`src/rtl/ad9914_spi_sequencer.sv`:
```
// ---------------------------------------------------------------------------
// ad9914_spi_sequencer
//
// Serial-port controller for the AD9914 DDS. A load request snapshots the
// DRG settings and writes them as five 40-bit SPI frames
// ({addr[7:0], data[31:0]}, MSB first), then pulses IO_UPDATE. A sweep request
// restarts the digital ramp by holding DRCTL low and then raising it.
//
// Optional feature macro: AD9914_READBACK_EN
//   defined   : after IO_UPDATE the five registers are read back
//               ({8'h80|addr, 32 clocks}) and compared against the snapshot;
//               any difference sets the sticky verify_err flag.
//   undefined : no read frames, sdo ignored, verify_err tied to 0.
//
// Ports
//   clk, rst                  system clock, synchronous active-low reset
//   load_req, sweep_req       1-cycle request pulses (latched as pending)
//   profile_sel               selects FTW limit pair 1 or 2 at snapshot
//   ftw_lower_1/2, ftw_upper_1/2, sweep_step, sweep_rate   DRG settings
//   sdo                       AD9914 serial data out (readback only)
//   sclk, sdio, cs_n          SPI pins (sclk idles low, cs_n active low)
//   io_update, drctl          AD9914 control pins
//   busy                      high whenever the sequencer is not idle
//   done                      1-cycle pulse at the end of a load sequence
//   verify_err                sticky readback mismatch flag
// ---------------------------------------------------------------------------
module ad9914_spi_sequencer #(
    parameter int CLK_DIV = 4,
    parameter int CS_GAP  = 8,
    parameter int IOUP_W  = 4,
    parameter int DRHOLD  = 4
) (
    input  logic        clk,
    input  logic        rst,
    input  logic        load_req,
    input  logic        sweep_req,
    input  logic        profile_sel,
    input  logic [31:0] ftw_lower_1,
    input  logic [31:0] ftw_upper_1,
    input  logic [31:0] ftw_lower_2,
    input  logic [31:0] ftw_upper_2,
    input  logic [31:0] sweep_step,
    input  logic [15:0] sweep_rate,
    input  logic        sdo,
    output logic        sclk,
    output logic        sdio,
    output logic        cs_n,
    output logic        io_update,
    output logic        drctl,
    output logic        busy,
    output logic        done,
    output logic        verify_err
);

`ifdef AD9914_READBACK_EN
    localparam bit READBACK = 1'b1;
`else
    localparam bit READBACK = 1'b0;
`endif

    localparam int         NFRAMES = 5;
    // 80 SCLK half-periods per frame, plus one trailing half-period with
    // cs_n still low after the last falling edge.
    localparam logic [6:0] HP_TAIL = 7'd80;

    typedef enum logic [2:0] {
        S_IDLE, S_SNAP, S_SHIFT, S_GAP, S_IOUPD, S_SWEEP
    } state_t;

    state_t      state_reg, state_next;
    logic [7:0]  cnt_reg;
    logic [6:0]  hp_reg;
    logic [2:0]  frame_reg;
    logic        rd_reg;
    logic [39:0] sh_reg;
    logic [31:0] shadow_reg [0:NFRAMES-1];
    logic [31:0] snap_data  [0:NFRAMES-1];
    logic [7:0]  frame_addr [0:NFRAMES-1];
    logic [39:0] frame_word [0:NFRAMES-1];
    logic [39:0] rd_word    [0:NFRAMES-1];
    logic        load_pend_reg, sweep_pend_reg, cfg_valid_reg, drctl_reg;
    logic        verify_err_reg;

    logic div_end, shift_done, last_frame, gap_end, ioup_end, sweep_end;
    logic seq_done, load_any, sweep_any;

    // Frame payloads in write order: lower, upper, step, step, {rate,rate}.
    assign snap_data[0] = profile_sel ? ftw_lower_2 : ftw_lower_1;
    assign snap_data[1] = profile_sel ? ftw_upper_2 : ftw_upper_1;
    assign snap_data[2] = sweep_step;
    assign snap_data[3] = sweep_step;
    assign snap_data[4] = {sweep_rate, sweep_rate};

    genvar gi;
    generate
        for (gi = 0; gi < NFRAMES; gi++) begin : g_frame
            assign frame_addr[gi] = 8'(4 + gi);
            assign frame_word[gi] = {frame_addr[gi], shadow_reg[gi]};
            assign rd_word[gi]    = {frame_addr[gi] | 8'h80, 32'h0};
        end
    endgenerate

    assign load_any   = load_req | load_pend_reg;
    assign sweep_any  = sweep_req | sweep_pend_reg;
    assign div_end    = (cnt_reg == 8'(CLK_DIV - 1));
    assign shift_done = (state_reg == S_SHIFT) && (hp_reg == HP_TAIL) && div_end;
    assign last_frame = (frame_reg == 3'(NFRAMES - 1));
    assign gap_end    = (state_reg == S_GAP)   && (cnt_reg == 8'(CS_GAP - 1));
    assign ioup_end   = (state_reg == S_IOUPD) && (cnt_reg == 8'(IOUP_W - 1));
    assign sweep_end  = (state_reg == S_SWEEP) && (cnt_reg == 8'(DRHOLD - 1));
    assign seq_done   = READBACK ? (shift_done && rd_reg && last_frame) : ioup_end;

    // State register
    always_ff @(posedge clk) begin
        if (!rst) state_reg <= S_IDLE;
        else      state_reg <= state_next;
    end

    // Next-state logic
    always_comb begin
        state_next = state_reg;
        unique case (state_reg)
            S_IDLE: begin
                if (load_any)                        state_next = S_SNAP;
                else if (sweep_any && cfg_valid_reg) state_next = S_SWEEP;
            end
            S_SNAP:  state_next = S_SHIFT;
            S_SHIFT: begin
                if (shift_done) begin
                    if (!last_frame) state_next = S_GAP;
                    else if (rd_reg) state_next = S_IDLE;
                    else             state_next = S_IOUPD;
                end
            end
            S_GAP:   if (gap_end)   state_next = S_SHIFT;
            S_IOUPD: if (ioup_end)  state_next = READBACK ? S_GAP : S_IDLE;
            S_SWEEP: if (sweep_end) state_next = S_IDLE;
            default: state_next = S_IDLE;
        endcase
    end

    // Outputs
    always_comb begin
        sclk       = (state_reg == S_SHIFT) && hp_reg[0];
        sdio       = (state_reg == S_SHIFT) && sh_reg[39];
        cs_n       = (state_reg != S_SHIFT);
        io_update  = (state_reg == S_IOUPD);
        busy       = (state_reg != S_IDLE);
        done       = seq_done;
        drctl      = drctl_reg;
        verify_err = verify_err_reg;
    end

    // Datapath: timing counters, shifter, snapshot, request flags
    always_ff @(posedge clk) begin
        if (!rst) begin
            cnt_reg        <= '0;
            hp_reg         <= '0;
            frame_reg      <= '0;
            rd_reg         <= 1'b0;
            sh_reg         <= '0;
            load_pend_reg  <= 1'b0;
            sweep_pend_reg <= 1'b0;
            cfg_valid_reg  <= 1'b0;
            drctl_reg      <= 1'b0;
            for (int i = 0; i < NFRAMES; i++) shadow_reg[i] <= '0;
        end else begin
            // A request in the SNAP cycle itself is kept for a later pass.
            load_pend_reg <= (state_reg == S_SNAP) ? load_req : (load_pend_reg | load_req);
            // IDLE consumes a sweep either by running it or by discarding it
            // when no configuration has been written yet.
            if (state_reg == S_IDLE && !load_any && sweep_any)
                sweep_pend_reg <= 1'b0;
            else
                sweep_pend_reg <= sweep_pend_reg | sweep_req;

            if (state_next != state_reg || (state_reg == S_SHIFT && div_end))
                cnt_reg <= '0;
            else
                cnt_reg <= cnt_reg + 8'd1;

            if (state_reg != S_SHIFT) hp_reg <= '0;
            else if (div_end)         hp_reg <= hp_reg + 7'd1;

            if (state_reg == S_IDLE || ioup_end)  frame_reg <= '0;
            else if (shift_done && !last_frame)   frame_reg <= frame_reg + 3'd1;

            if (state_reg == S_IDLE)        rd_reg <= 1'b0;
            else if (ioup_end && READBACK)  rd_reg <= 1'b1;

            // The first frame comes straight from the inputs because the
            // shadow registers are only being written on this same edge.
            if (state_reg == S_SNAP)
                sh_reg <= {frame_addr[0], snap_data[0]};
            else if (gap_end)
                sh_reg <= rd_reg ? rd_word[frame_reg] : frame_word[frame_reg];
            else if (state_reg == S_SHIFT && div_end && hp_reg[0])
                sh_reg <= {sh_reg[38:0], 1'b0};

            if (state_reg == S_SNAP)
                for (int i = 0; i < NFRAMES; i++) shadow_reg[i] <= snap_data[i];

            if (seq_done) cfg_valid_reg <= 1'b1;

            if (state_reg == S_IDLE && state_next == S_SWEEP) drctl_reg <= 1'b0;
            else if (sweep_end)                               drctl_reg <= 1'b1;
        end
    end

`ifdef AD9914_READBACK_EN
    logic [31:0] rd_data_reg;

    // sdo is captured on the SCLK rising edges of the 32 data bits
    // (half-periods 16..78) and checked once the frame has finished.
    always_ff @(posedge clk) begin
        if (!rst) begin
            rd_data_reg    <= '0;
            verify_err_reg <= 1'b0;
        end else begin
            if (state_reg == S_SHIFT && rd_reg && div_end && !hp_reg[0] &&
                hp_reg >= 7'd16 && hp_reg < HP_TAIL)
                rd_data_reg <= {rd_data_reg[30:0], sdo};
            if (state_reg == S_SNAP)
                verify_err_reg <= 1'b0;
            else if (shift_done && rd_reg && rd_data_reg != shadow_reg[frame_reg])
                verify_err_reg <= 1'b1;
        end
    end
`else
    logic unused_sdo;
    assign unused_sdo     = sdo;
    assign verify_err_reg = 1'b0;
`endif

endmodule

```
`config.mk`:
```
export PLATFORM = sky130hd
export DESIGN_NAME = ad9914_spi_sequencer
export DESIGN_NICKNAME = d
export VERILOG_FILES = /design/src/rtl/ad9914_spi_sequencer.sv
export SDC_FILE = /design/constraint.sdc
export NUM_CORES = 1
export LEC_CHECK = 0
export ABC_AREA = 1
export ABC_CLOCK_PERIOD_IN_PS = 6480
export CORE_MARGIN = 2
export CORE_UTILIZATION = 57
export CTS_BUF_LIST = sky130_fd_sc_hd__clkbuf_8
export DETAILED_ROUTE_END_ITERATION = 8
export PLACE_DENSITY = 0.88
export SLEW_MARGIN = 20
export SYNTH_ARGS = -nofsm -noshare
export SYNTH_HDL_FRONTEND = slang
export SYNTH_SLANG_ARGS = --single-unit
```
`constraint.sdc`:
```
create_clock -name clk -period 6.48 [get_ports clk]
set_input_delay 1.296 -clock clk [delete_from_list [all_inputs] [get_ports clk]]
set_output_delay 1.296 -clock clk [all_outputs]
set_load 0.005 [all_outputs]
```
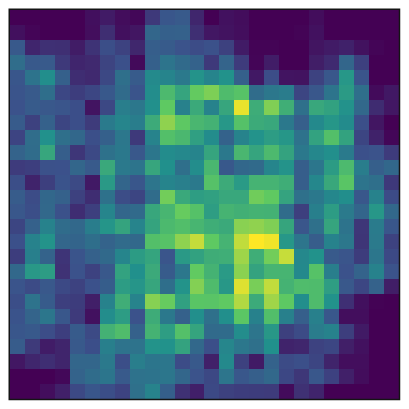
(wiring heat map)
Drawn at 3 px/um. 26 x 26 tiles, from dark purple (low) to yellow (high), scaled to the fullest tile. Values are wire area over tile area, all layers added.
9.8% of the tiles are nearly empty. The densest ninth of the die: centre. The fullest tile reaches 0.72. The mean over all tiles is 0.25. 25% of the tiles are over half the peak.

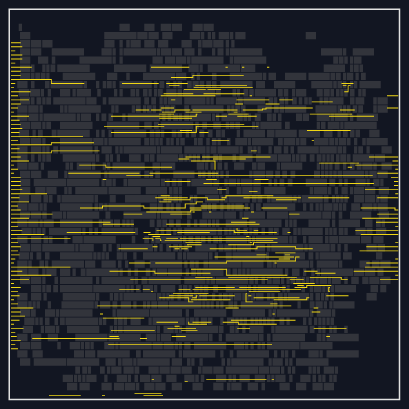
(metal 3)
Drawn at 3 px/um.
The layer holds 11% of the routed length. The layer carries 2690 um of wire. The wires run mostly horizontal.

==> results.yml <==
# physical design summary
yosys:
  ys_sh_mux_pct: 2.23
  yosys.area.top_type_share_pct: 37.4
  ys_ff: 177
  async_reset_ff_share_pct: 0
  aoi_share_pct: 10.0
  yosys.area.top_type: "edfxtp_1"
  edf_count: 112
  yosysWarnings: 0
  ys_sh_adder_pct: 0.696
  synthTopLogicFamily: "simple AND/OR/NAND/NOR gates"
  synthCells: 1102
  topCellsByArea: "edfxtp_1 (37%), dfxtp_1 (14%), nand2_1 (12%), nor2_1 (6.8%), a21oi_1 (4.5%)"
  ys_cells: 1102
  syn_nets: 1289
  ff_type: "edfxtp_1"
  xor_share_pct: 0.682
  ys_types: 44
  ys_chip_area_mm2: 0.00899
  synth.cell_area_mm2: 0.00899
layout:
  final_cell_mix: "nand2_1 (295), clkdlybuf4s50_1 (186), nor2_1 (162), edfxtp_1 (112), inv_1 (90)"
  fin_nets: 1442
  area_growth_pct: 25.0
  largest_reg_flops: 112
critical_path:
  worst_setup_path_end_kind: "flop"
  critPathMaxStageDelay_ns: 0.97
  cp-start-kind: "input port"
  regToRegStartpoint: "state_reg[0]"
  rr_endpoint: "shadow_reg[0][105]"
  reg2reg_depth: 5
  worstSetupStartpoint: "rst"
  arrival_ns: 4.34
  rrSetupSlack_ns: 2.96
  worstSetupPathType: "in -> reg"
  slowest_stage: "clkdlybuf4s50_1"
  endpoint: "shadow_reg[0][63]"
placement:
  preCtsSetupSlack_ns: 2.27
  io_buffers: 187
  gp_congestion: 0.869
cts:
  cts_setup_buffers: 0
  insertion_delay_ns: 0.48
  cts_sinks: 177
  cts_hold_buffers: 0
  path_clk_slew_ns: 0.09
  cts_resized: 0
  cts-root-buf: "clkbuf_8"
  cts_htree_levels: 4
  clockBufferDepth: 2
  numCtsBuffers: 17
sta:
  finClkSkew_ns: 0.00808
  drv_slew: 0
  tightest_slew_ns: 1.03
  min_period_over_period_pct: 61.9
  setup_viol: 0
  max_slew_margin_pct: 31.1
  fmax_mhz: 249
  rsz0062_at_grt: "no"
  fin_crit_ns: 4.01
  setup_slack_ns: 2.47
  holdWs_ns: 0.463
  hold_violations: 0
grt:
  track_usage_pct: 29.6
  grt_start_max_net_pins: 79
  antenna_found_initial: 0
  gr-max-usage-layer: "met2"
  gr-usage-met1_pct: 36.7
  grt_pass1_wl_um: 38200
  met3_usage_pct: 9.74
  grt_pass1_vias: 7851
  grt.overflow.total: 0
floorplanning:
  fp-utilization_pct: 58.7
  die_h_um: 130
  io_pins: 190
  die_w_um: 130
  rows: 45
worst_hold_path:
  holdPathEnd: "cnt_reg[0]"
  whs_path_depth: 1
  min_path_type: "reg -> reg"
detailed_routing:
  wl_per_cell_um: 16.3
  vias: 8168
  first_pass_iters: 7
  met2_length_um: 11100
  drtIter0Drc: 718
  ant_nets: 0
  vias_per_cell: 5.52
  drc_errors: 0
power:
  p_per_area_mw_per_mm2: 223
  max-vdd-ir-drop_mv: 0.148
  p_leak_nw: 4.77
outcome:
  status: "finished, final reports clean"
flow_run:
  openroad.warnings: 29
## area by class of cell
class,count,area [um^2]
Sequential cell,177,4660
Fill cell,1123,4080
Multi-Input combinational cell,767,3620
Timing Repair Buffer,196,1930
Inverter,96,372
Tap cell,211,264
Clock buffer,17,234
Clock inverter,15,153
## through the flow
step                instance area (um^2)  total power [mW]  std cells  util (%)
global route                       11200              2.59       1479      73.4
floorplan                           8990              1.57       1102         -
detailed placement                 10800              1.76       1447      70.8
global placement                   10800              1.74       1447      70.8
CTS                                11200              2.50       1479      73.4
finish                             11200              2.50       1479      73.4
## synthesized netlist by cell type (2+ instances only)
library cell,n
dfxtp_1,65
edfxtp_1,112
ha_1,5
nor3_1,11
mux2i_1,20
nand4_1,4
nor2_8,2
buf_6,7
nand3_1,68
buf_2,23
a211oi_1,2
nor2_4,3
nor2_1,162
nand2_4,2
xnor2_1,4
buf_1,2
nand2_2,4
inv_1,88
nand2_1,295
or2_2,10
o21ai_1,9
o211ai_1,19
clkbuf_1,23
o21ai_0,44
buf_4,6
a21oi_1,81
a31oi_1,8
inv_2,3
clkinv_1,3
xor2_1,3
## logic make-up (layout without fill, tap and decap cells)
logic type	count (synthesis)	in the layout
adders and majority gates	5	5
DFF	177	177
other	1	1
buffers and inverters	158	324
and+or+nand+nor	568	568
muxes	20	20
AOI/OAI and AO/OA	166	166
xor gates and xnor gates	7	7
## where the power goes
part / switching, mW / internal (mW) / total [mW]
Clock: 0.394 / 0.371 / 0.765
Sequential: 0.0437 / 1.31 / 1.36
Combinational: 0.206 / 0.174 / 0.380
Total: 0.644 / 1.86 / 2.50
## worst max-delay path, delay by kind of cell
kind                   cells  cell delay [ns]
and+or+nand+nor            1             0.26
AOI/OAI and AO/OA          1             0.18
buffers and inverters      4             2.57
Power is estimated from default activity; no workload was simulated.
